<file path="config.mk">
export PLATFORM = sky130hd
export DESIGN_NAME = ltsm_sbinit_ctrl
export DESIGN_NICKNAME = d
export VERILOG_FILES = /design/src/rtl/ltsm_sbinit_ctrl.sv
export SDC_FILE = /design/constraint.sdc
export NUM_CORES = 1
export LEC_CHECK = 0
export CORE_ASPECT_RATIO = 1.4
export CORE_MARGIN = 3
export CORE_UTILIZATION = 35
export DETAILED_ROUTE_END_ITERATION = 8
export HOLD_SLACK_MARGIN = 0.12
export PLACE_DENSITY_LB_ADDON = 0.1
export RECOVER_POWER = 50
export SYNTH_ARGS = -nofsm -noshare
export SYNTH_HDL_FRONTEND = slang
export SYNTH_SLANG_ARGS = --single-unit
</file>
<file path="constraint.sdc">
create_clock -name clk_100MHz -period 2.65 [get_ports clk_100MHz]
set_clock_uncertainty 0.2 [all_clocks]
set_input_delay 0.265 -clock clk_100MHz [delete_from_list [all_inputs] [get_ports clk_100MHz]]
set_output_delay 0.265 -clock clk_100MHz [all_outputs]
set_load 0.05 [all_outputs]
</file>
<file path="src/rtl/ltsm_sbinit_ctrl.sv">
// ltsm_sbinit_ctrl: SBINIT sub-state controller of the LTSM.
// Runs SB clock-pattern exchange, OOR and DONE req/resp handshakes.
module ltsm_sbinit_ctrl #(
  parameter int TIMEOUT_CYCLES = 800000,
  parameter int DETECT_ITER = 2,
  parameter int POST_ITER = 4,
  parameter int MSG_W = 8,
  parameter logic [MSG_W-1:0] SBINIT_OOR = MSG_W'(8'h91),
  parameter logic [MSG_W-1:0] SBINIT_DONE_REQ = MSG_W'(8'h95),
  parameter logic [MSG_W-1:0] SBINIT_DONE_RESP = MSG_W'(8'h9A)
) (
  input  logic             clk_100MHz,
  input  logic             reset,
  input  logic             enable_i,
  output logic             pat_tx_en_o,
  input  logic             pat_iter_done_i,
  input  logic             pat_detect_i,
  input  logic             pat_miss_i,
  output logic             tx_msg_valid_o,
  output logic [MSG_W-1:0] tx_msg_code_o,
  input  logic             tx_msg_ready_i,
  input  logic             rx_msg_valid_i,
  input  logic [MSG_W-1:0] rx_msg_code_i,
  output logic             sbinit_done_o,
  output logic             sbinit_error_o,
  output logic [2:0]       state_o
);

  localparam int DW = $clog2(DETECT_ITER + 1);
  localparam int PW = $clog2(POST_ITER + 1);
  localparam int TW = $clog2(TIMEOUT_CYCLES + 1);
  localparam logic [DW-1:0] DET_MAX = DW'(DETECT_ITER);
  localparam logic [PW-1:0] POST_MAX = PW'(POST_ITER);
  localparam logic [TW-1:0] TMO_MAX = TW'(TIMEOUT_CYCLES);
  localparam logic [TW-1:0] TMO_LAST = TW'(TIMEOUT_CYCLES - 1);

  typedef enum logic [2:0] {
    S_IDLE  = 3'd0,
    S_PAT   = 3'd1,
    S_POST  = 3'd2,
    S_OOR   = 3'd3,
    S_DREQ  = 3'd4,
    S_DWAIT = 3'd5,
    S_DONE  = 3'd6,
    S_ERR   = 3'd7
  } state_t;

  state_t state, nst;
  logic [DW-1:0] det_cnt, det_n;
  logic [PW-1:0] post_cnt, post_n;
  logic [TW-1:0] tmo_cnt, tmo_n;
  logic oor_sent, oor_sent_n;
  logic req_sent, req_sent_n;
  logic oor_rx, oor_rx_n;
  logic resp_pend, resp_pend_n;
  logic resp_rx, resp_rx_n;
  logic tx_v_n;
  logic [MSG_W-1:0] tx_c_n;
  logic acc, active, hs;
  logic rx_oor, rx_req, rx_resp;

  assign state_o = state;

  // Next-state, flag and tx-request decode
  always_comb begin
    nst = state;
    det_n = det_cnt;
    post_n = post_cnt;
    tmo_n = tmo_cnt;
    oor_sent_n = oor_sent;
    req_sent_n = req_sent;
    oor_rx_n = oor_rx;
    resp_pend_n = resp_pend;
    resp_rx_n = resp_rx;
    tx_v_n = 1'b0;
    tx_c_n = '0;
    acc = tx_msg_valid_o && tx_msg_ready_i;
    active = state inside {S_PAT, S_POST, S_OOR, S_DREQ, S_DWAIT};
    hs = state inside {S_OOR, S_DREQ, S_DWAIT, S_DONE};
    rx_oor = rx_msg_valid_i && (rx_msg_code_i == SBINIT_OOR);
    rx_req = rx_msg_valid_i && (rx_msg_code_i == SBINIT_DONE_REQ);
    rx_resp = rx_msg_valid_i && (rx_msg_code_i == SBINIT_DONE_RESP);

    if (acc) begin
      if (tx_msg_code_o == SBINIT_OOR) oor_sent_n = 1'b1;
      if (tx_msg_code_o == SBINIT_DONE_REQ) req_sent_n = 1'b1;
      if (tx_msg_code_o == SBINIT_DONE_RESP) resp_pend_n = 1'b0;
    end
    if (rx_oor && state != S_IDLE && state != S_ERR) oor_rx_n = 1'b1;
    if (rx_req && hs) resp_pend_n = 1'b1;
    if (rx_resp && (state == S_DREQ || state == S_DWAIT)) resp_rx_n = 1'b1;
    if (active && tmo_cnt != TMO_MAX) tmo_n = tmo_cnt + TW'(1);

    case (state)
      S_IDLE: nst = S_PAT;
      S_PAT: begin
        if (pat_miss_i) det_n = '0;
        else if (pat_detect_i) det_n = det_cnt + DW'(1);
        if (det_n == DET_MAX) begin
          nst = S_POST;
          post_n = '0;
        end
      end
      S_POST: begin
        if (pat_iter_done_i) post_n = post_cnt + PW'(1);
        if (post_n == POST_MAX) nst = S_OOR;
      end
      S_OOR: if (oor_sent_n && oor_rx_n) nst = S_DREQ;
      S_DREQ: if (req_sent_n) nst = S_DWAIT;
      S_DWAIT: if (resp_rx_n && !resp_pend_n) nst = S_DONE;
      default: ;
    endcase

    if (active && tmo_cnt == TMO_LAST) nst = S_ERR;
    if (!enable_i) nst = S_IDLE;

    // An offered message stays frozen until taken; RESP beats own REQ.
    if (tx_msg_valid_o && !tx_msg_ready_i &&
        nst != S_ERR && nst != S_IDLE) begin
      tx_v_n = 1'b1;
      tx_c_n = tx_msg_code_o;
    end else if (resp_pend_n &&
                 nst inside {S_DREQ, S_DWAIT, S_DONE}) begin
      tx_v_n = 1'b1;
      tx_c_n = SBINIT_DONE_RESP;
    end else if (nst == S_OOR && !oor_sent_n) begin
      tx_v_n = 1'b1;
      tx_c_n = SBINIT_OOR;
    end else if (nst == S_DREQ && !req_sent_n) begin
      tx_v_n = 1'b1;
      tx_c_n = SBINIT_DONE_REQ;
    end
  end

  // State, counters, flags and registered outputs
  always_ff @(posedge clk_100MHz) begin
    if (!reset || nst == S_IDLE) begin
      state <= S_IDLE;
      det_cnt <= '0;
      post_cnt <= '0;
      tmo_cnt <= '0;
      oor_sent <= 1'b0;
      req_sent <= 1'b0;
      oor_rx <= 1'b0;
      resp_pend <= 1'b0;
      resp_rx <= 1'b0;
      pat_tx_en_o <= 1'b0;
      tx_msg_valid_o <= 1'b0;
      tx_msg_code_o <= '0;
      sbinit_done_o <= 1'b0;
      sbinit_error_o <= 1'b0;
    end else begin
      state <= nst;
      det_cnt <= det_n;
      post_cnt <= post_n;
      tmo_cnt <= tmo_n;
      oor_sent <= oor_sent_n;
      req_sent <= req_sent_n;
      oor_rx <= oor_rx_n;
      resp_pend <= resp_pend_n;
      resp_rx <= resp_rx_n;
      pat_tx_en_o <= (nst == S_PAT) || (nst == S_POST);
      tx_msg_valid_o <= tx_v_n;
      tx_msg_code_o <= tx_c_n;
      sbinit_done_o <= (nst == S_DONE);
      sbinit_error_o <= (nst == S_ERR);
    end
  end

endmodule
</file>
### Routing congestion

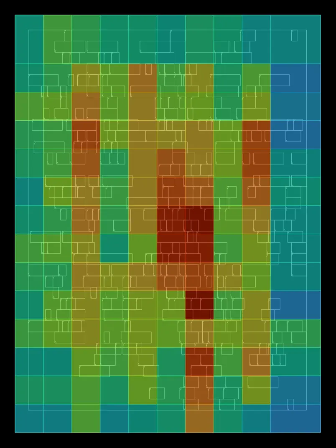
GR peak layer: met2
drt wl/cell: 14.2 µm

### The metal 1 layer

Scale: 4 px per µm.
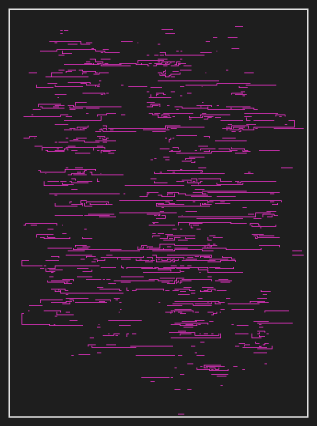
share of all routed wire	41%
main direction	horizontal
final wirelength: 5.35 mm
via count: 1999
met1 GRT Util: 0.164

### Cell classes on the final placement

Scale: 4 px per µm.
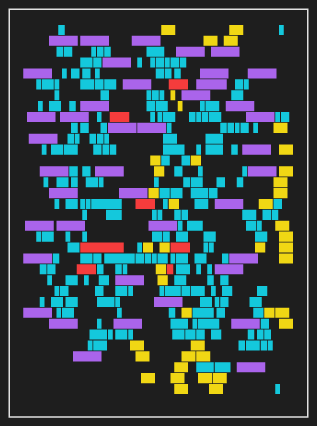
color	class	cells
red	clock drivers and dummy loads	7
yellow	other buffers and delay cells	42
purple	flip-flops	41
cyan	all other logic	215
fraction of area in registers: 0.297
FP Rows: 34
core box area: 0.00625 mm²
design area: 0.00277 mm²

### Cell sizes after repair

Scale: 4 px per µm.
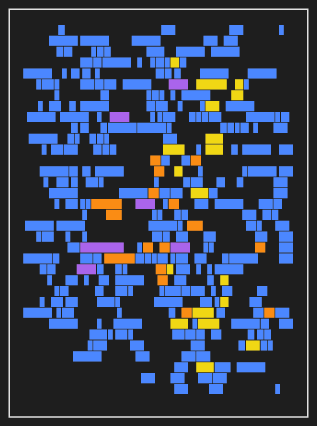
color	size	cells	share
yellow	drive 2	18	5.9%
blue	drive 1 or less	265	87%
orange	drive 3 to 4	16	5.2%
purple	drive 6 and up	6	2.0%
fin worst setup slack: 0.246 ns
P&R area growth vs syn: 21.3%

==> results.yml <==
# flow metrics
run_status:
  outcome: "finished clean"
detailed_routing:
  m1WireLength_mm: 2.20
  ant_nets: 0
  vias_per_cell: 5.30
  dr.pass1.iters: 4
  drt-initial-drc-count: 116
  wl_met2_mm: 2.87
  wl_met3_um: 186
  drc: 0
yosys:
  syn_area_mm2: 0.00228
  ys_cells: 269
  synth_area_per_cell_um2: 8.48
  ys_sh_xor: 0.0614
  yosys.area_share.adder: 0.0164
  async_reset_ff_frac: 0
  compound_area_frac: 0.172
  edf_count: 0
  netlist.area_leader.share: 0.360
  ff_type: "dfxtp_1"
  ys_ff: 41
  yosys_warnings: 0
  synthCells: 269
  ys_sh_mux: 0.00439
  yosys.area.top_type: "dfxtp_1"
  yosys_area_mm2: 0.00228
  ys_types: 67
  simple_gate_area_frac: 0.329
  yosys.cell_count.top_type: "dfxtp_1"
final_timing:
  fin_crit_ns: 2.40
  maxSlewHeadroom: 0.437
  drv_slew: 0
  finalClockPeriodUsage: 0.907
  finalSetupTns_ns: 0
  rsz0062_at_grt: "no"
  fmax_mhz: 416
  finalSetupViolations: 0
  tightest_slew_ns: 0.845
  holdWs_ns: 0.292
clock_tree:
  cts_buffers: 5
  postCtsResizedCells: 0
  clkTransAtPathRegs_ns: 0.08
  post-cts-setup-buffers: 0
  cts_tree: "yes"
  htreeDepth: 2
  ctsLongestPathBuffers: 2
  cts_hold_buffers: 0
  insertion_delay_ns: 0.30
  cts_root_buf: "clkbuf_8"
worst_setup_path:
  crit_slowest_cell: "dlygate4sd3_1"
  crit_type: "in -> reg"
  crit_buf_inv: 1
  cp_common_cell: "a221oi_1"
  setup.worst_path.start: "tx_msg_ready_i"
  critPathCapture: "tx_msg_valid_o"
  r2r-end: "tx_msg_valid_o"
  critPathRequiredTime_ns: 2.61
  reg2reg_depth: 8
  arrival_ns: 2.36
  end_kind: "register"
  critical_path.max_stage_delay_ns: 0.56
  cpLargestDelayFamily: "AND-OR/OR-AND gates"
  crit_cells: 8
  crit_fanout: 5
  crit_chain: "dlygate4sd3_1 > and3_1 > a41o_1 > a221oi_1 > and3_4 > a221oi_1 > a31oi_2 > a21oi_1"
  start_kind: "input port"
run:
  openroad.warnings: 27
  cap_violations: 0
grt:
  grt_pass1_vias: 2013
  use_met3: 0.0298
  grt_pass1_wl_mm: 9.10
  globalRouteMet2Util: 0.294
  antenna_found_initial: 0
  grt_overflow: 0
  grt_max_degree: 21
final_layout:
  comb_area_mm2: 0.00134
  diodes: 0
  clk_share: 0.0375
  nets: 324
  largestClassByArea: "logic gates"
  fin_cells: 377
  comb-cell-share: 0.483
  post-route-util: 0.443
  flops: 41
  clock_buffers: 5
  nNonClkInverters: 10
  regMostFlops: "tmo_cnt"
  regArea_um2: 822
  final_common_cell: "dfxtp_1"
  drive_gt1_frac: 0.131
  bufAreaShareNonClock: 0.136
  fillers: 648
  most-common-layout-cells: "40 x dfxtp_1, 36 x nor2_1, 22 x nand2_1"
  logic_gates: 205
floorplanning:
  chipArea_mm2: 0.00754
  die_h_um: 102
  io_pins: 31
  fp_util: 0.365
  chipWidth_um: 74.2
  nWellTaps: 72
placed_design:
  io_buffers: 28
  gp_congestion: 0.836
  hpwl_mm: 4.10
  dp_slack_ns: 0.0892
  placedCellCount: 370
  dpl_cell_area_mm2: 0.00267
worst_hold_path:
  min-delay-start: "det_cnt[1]"
  worstHoldEndpoint: "det_cnt[1]"
  hold_class: "reg -> reg"
  hold_path_depth: 2
pwr:
  p_leak_uw: 0.000968
  p_int_uw: 929
  maxPowerGroup: "sequential cells"
  p_clk_uw: 495
  pg_seq_uw: 619
  pwr-share-comb: 0.071
  power.density_mw_per_mm2: 433
  switching_share: 0.225
  finalPower_uw: 1200
  ir_drop_mv: 0.330
  switchingPower_uw: 270
  pg_comb_uw: 84.5
Power is estimated from default activity; no workload was simulated.
